==> config.mk <==
export PLATFORM = sky130hd
export DESIGN_NAME = instruction_encode_loader_flat
export DESIGN_NICKNAME = d
export VERILOG_FILES = /design/src/rtl/instruction_encode_loader_if.sv /design/src/rtl/instruction_encode_loader.sv /design/src/flat_wrapper.sv
export SDC_FILE = /design/constraint.sdc
export NUM_CORES = 1
export LEC_CHECK = 0
export CORE_MARGIN = 3
export CORE_UTILIZATION = 63
export DETAILED_ROUTE_END_ITERATION = 8
export DONT_BUFFER_PORTS = 1
export PLACE_DENSITY_LB_ADDON = 0.15
export SLEW_MARGIN = 20
export SYNTH_ARGS = -nofsm -noshare
export SYNTH_HDL_FRONTEND = slang
export SYNTH_SLANG_ARGS = --single-unit
==> constraint.sdc <==
create_clock -name clk -period 3.38 [get_ports clk]
set_input_delay 0.845 -clock clk [delete_from_list [all_inputs] [get_ports clk]]
set_output_delay 0.845 -clock clk [all_outputs]
set_load 0.05 [all_outputs]
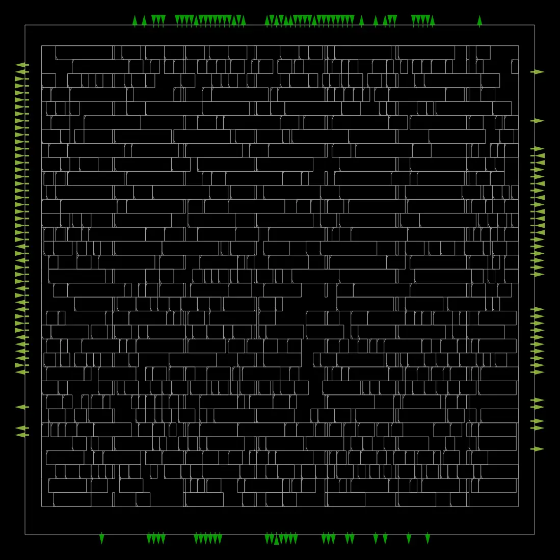
(run_1/final_placement.png)
fillers: 569
Seq cells: 115

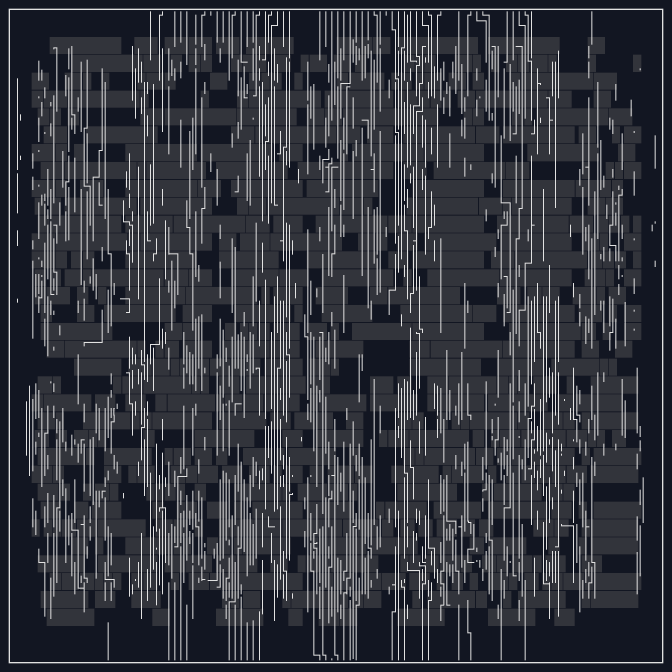
(run_1/met2.png)
Cells faint in the background.
longest straight run: 42.5 um
nets with wire on the layer: 561
main direction: vertical
DR vias: 4166
Post-Route WL: 11.9 mm

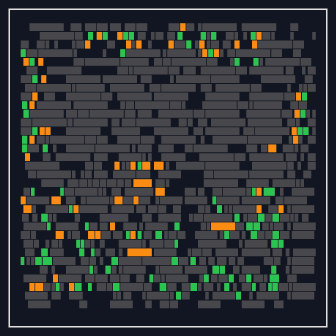
(run_1/gate_families.png)
legend:
  green:
    family: NAND gates
    cells: 85
    most_used: nand3_1
    where: all over the die
  orange:
    family: inverting AOI/OAI gates
    cells: 53
    most_used: o21ai_0
    where: all over the die
non-filler cells, final: 704
most numerous logic cell after layout: nor2_1
combinational share of cell area: 37.1%

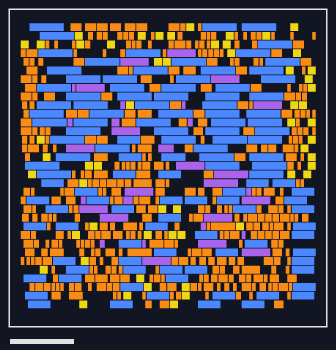
(run_1/cell_classes.png)
Scale bar: 20 um.
legend:
  yellow:
    class: other buffers and delay cells
    cells: 56
  orange:
    class: all other logic
    cells: 396
  blue:
    class: flip-flops
    cells: 115
  purple:
    class: clock drivers and dummy loads
    cells: 32
area of the core: 8340 um^2
sequential cell area share: 44.7%
Row Count: 33
Final Util: 77.8%

==> results.toml, run 1 <==
# synthesis and place-and-route metrics
[finish]
fin_nets = 673
flop_area_um2 = 2900
area_growth_pct = 18.5
inverters = 23
diodes = 0
buffers = 56

[placed_design]
post_dp_cell_area_um2 = 5940
gp_congestion = 0.789
io_buffer_count = 0
dp_cells = 672

[synthesis]
topCombFamilyByArea = "simple AND/OR/NAND/NOR gates"
yosys-stat-area_um2 = 5480
synth_area_um2 = 5480
edf_count = 60
syn_area_per_cell_um2 = 10.2
ys_warn_count = 0
compound_area_share_pct = 5.96
common_cells = "88 x nor2_1, 60 x edfxtp_1, 55 x dfxtp_1"
ys_seq_share_pct = 53.0
top_area_cell = "edfxtp_1"
floorplan.nets = 626
flop_cell = "edfxtp_1"
synth-async-reset-ratio_pct = 0
yosys.cell_types.count = 44
yosysTopAreaCellShare_pct = 32.9
top_cell = "nor2_1"

[pwr]
netSwitchingPower_mw = 1.30
total_power_mw = 4.21
p_comb_mw = 0.902
p_seq_mw = 1.68
irDropWorstVdd_uv = 421
comb_power_share_pct = 21.4
internal_power_mw = 2.91

[setup_path]
reg2regPathDepth = 8
rrSetupSlack_ps = 540
cp_max_fo = 28
crit_slowest_cell = "ha_1"
path_cells = "inv_1 -> ha_1 -> o21ai_4 -> buf_4 -> nor2_1 -> buf_4"
start_kind = "flop"
cp.arrival_ps = 2300
crit_buf_inv = 3
crit_path_max_incr_delay_ps = 460

[route]
dr.pass1.iters = 5
drc_errors = 0
routed-wl-met2_mm = 6.07
wl_per_cell_um = 16.9
via_per_inst = 5.92

[global_routing]
grtUsageMet2_pct = 41.1
grt_max_degree = 57
grtUsageMet1_pct = 29.4
grt_pass1_vias = 4010
grt_util_met3_pct = 8.91
overflow = 0
busiest_layer = "met2"

[timing]
fin_worst_skew_ps = 7.37
fmax_mhz = 318

[clock_tree]
cts_max_level = 4
postCtsResizedCells = 0
postCtsSetupRepairBufs = 0
insertion_delay_ps = 510
cts.clk_slew.worst_paths_ps = 50

[floorplanning]
die-area_um2 = 9850
die_w_um = 99.2
ios = 161
taps = 105

[status]
outcome = "finished clean"

[min_path]
holdPathStages = 1

[flow_run]
maxCapViolCount = 0
==> run_1/clock_map.png <==
Scale bar: 20 um.
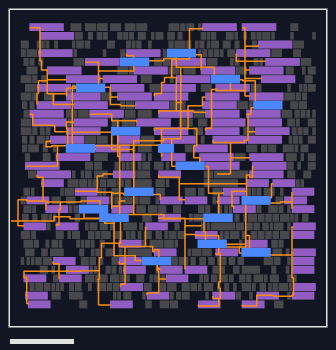

==> run 2, diff against run 1 <==
- CORE_ASPECT_RATIO: default -> 1.5
- CORE_UTILIZATION: 63 -> 48
- DONT_BUFFER_PORTS: 1 -> default
- GPL_ROUTABILITY_DRIVEN: default -> 0
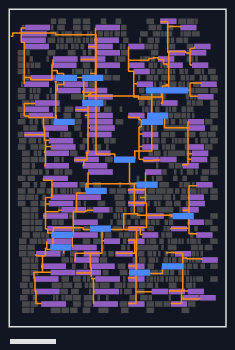
(run_2/clock_map.png)
Scale bar: 20 um.
legend:
  orange:
    item: clock wires
    length: 1310 um
  purple:
    item: flip-flops
    count: 115
  blue:
    item: cells driving clock nets
    count: 17
routed clock nets: 18
Late-Pin Clk Latency: 400 ps
clock network power share: 40.0%

==> run 2 against run 1 <==
Clock skew rose by 1.6 ps. Sequential share of layout area is 7.6 points lower. Clock power rose by about 10%. Count of clock-buffer cells in the layout down 1. Cell count grew 22%. Highest routed layer unchanged.
==> results.toml, run 2 <==
# synthesis and place-and-route metrics
[synthesis]
ys_seq_share_pct = 53.0
top_cells_by_area = "edfxtp_1 33%, dfxtp_1 20%, mux2i_1 8.6%"
synthSimpleGateAreaFrac_pct = 19.8
synthXorXnorAreaFrac_pct = 6.56
synth-async-reset-ratio_pct = 0
ys.flops = 115
top_cell = "nor2_1"
edf_count = 60
yosysTopAreaCellShare_pct = 32.9
synthCells = 539
synth_area_um2 = 5480
adder_share_pct = 2.28
common_cells = "88 x nor2_1, 60 x edfxtp_1, 55 x dfxtp_1"
yosys-stat-area_um2 = 5480
ys_warn_count = 0
syn_area_per_cell_um2 = 10.2
floorplan.nets = 626
top_area_cell = "edfxtp_1"
yosys.cell_types.count = 44
compound_area_share_pct = 5.96
flop_cell = "edfxtp_1"
ys_cells = 539
ys_sh_mux_pct = 8.59
topCombFamilyByArea = "simple AND/OR/NAND/NOR gates"

[clock_tree]
clock_sinks = 115
cts_max_level = 4
cts_tree = "done"
postCtsSetupRepairBufs = 0
cts.clk_slew.worst_paths_ps = 60
postCtsResizedCells = 0
clock-root-buffer = "clkbuf_16"
ctsHoldBuffers = 0
clock_path_buffers = 2

[global_routing]
grt_util_met3_pct = 6.38
grt_pass1_vias = 4461
grtUsageMet2_pct = 38.6
antenna_found_initial = 0
overflow = 0
grt_first_pass_wirelength_mm = 20.4
grt_usage_pct = 20.5
busiest_layer = "met2"
grt_max_degree = 38
grtUsageMet1_pct = 20.8

[setup_path]
cp_top_family = "buffers and inverters"
reg2regPathDepth = 8
crit_path_max_incr_delay_ps = 430
crit_slowest_cell = "ha_1"
cp_num_cells = 6
path_cells = "inv_1 -> ha_1 -> o21ai_2 -> buf_4 -> nor2_1 -> buf_4"
crit_buf_inv = 3
start_kind = "flop"
rrSetupSlack_ps = 910
critical_path.most_common_cell = "buf_4"
worstPathRequired_ps = 2530
cp.arrival_ps = 2140
path_class = "reg2out"
cp_max_fo = 24
end_kind = "primary output"

[timing]
finalCritPeriodShare_pct = 88.5
relSlewSlack_pct = 52.0
fmax_mhz = 334
tightest_slew_ps = 714
grt_setup_unrepaired = "false"
setup_tns_ps = 0
whs_ps = 449
setup_slack_ps = 390
setup-violations-final = 0
finalMaxSlewViolations = 0
period_minus_slack_ps = 2990
hold_viol = 0
fin_worst_skew_ps = 8.97

[flow_run]
maxCapViolCount = 0
warnings = 31

[finish]
drive_gt1_share_pct = 10.5
lay_top_cells = "127 x clkdlybuf4s50_1, 85 x nor2_1, 60 x edfxtp_1"
buffers = 170
seq_share_pct = 37.2
comb_area_um2 = 2400
ff_count = 115
fin_nets = 787
flop_area_um2 = 2900
fin_area_um2 = 7810
utilization_pct = 70.3
comb.multi_input.count = 373
nClkBuffers = 19
final-nonclk-buf-share_pct = 21.0
diodes = 0
area_growth_pct = 42.7
clock_cell_area_share_pct = 7.66
dominant_cells = "registers"
largest_reg_flops = 60
inverters = 23
fill_cells = 811

[floorplanning]
die_w_um = 93.2
ios = 161
die-area_um2 = 12800
core_um2 = 11100
die-height_um = 137
fp-row-count = 47
taps = 147
fp_util_pct = 49.3

[placed_design]
place_ws_ps = 442
post_dp_cell_area_um2 = 7200
io_buffer_count = 159
hpwlAfterDp_mm = 9.45
dp_cells = 828

[route]
routed-wl-met2_mm = 7.00
wl_met1_mm = 4.65
drc_errors = 0
routed.top_layer = "met4"
dr.pass1.iters = 7
antenna_left = 0
wl_per_cell_um = 14.8
via_per_inst = 5.27
dr_total_vias = 4530
routed_wirelength_mm = 12.7
drt_first_iter_violations = 103
wl_met3_um = 808

[pwr]
seqPwrFrac_pct = 37.2
internal_power_mw = 3.18
leakage_nw = 2.89
power-top-group = "the clock network"
netSwitchingPower_mw = 1.29
irDropWorstVdd_uv = 363
p_comb_mw = 1.02
swShare_pct = 28.9
total_power_mw = 4.48
comb_power_share_pct = 22.8
power_per_cell_area_nw_per_um2 = 573
p_seq_mw = 1.67
clock_power_mw = 1.79

[min_path]
holdPathStages = 2
min_path_type = "reg2reg"

[status]
outcome = "finished clean"
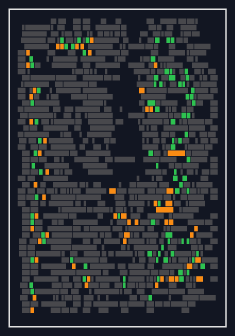
(run_2/gate_families.png)
legend:
  green:
    family: NAND gates
    cells: 85
    most_used: nand3_1
    where: all over the die
  orange:
    family: inverting AOI/OAI gates
    cells: 53
    most_used: o21ai_0
    where: all over the die
non-filler cells, final: 860
combinational share of cell area: 30.7%
most numerous logic cell after layout: clkdlybuf4s50_1

No activity file was given, so power comes from the tool's default toggle rates.
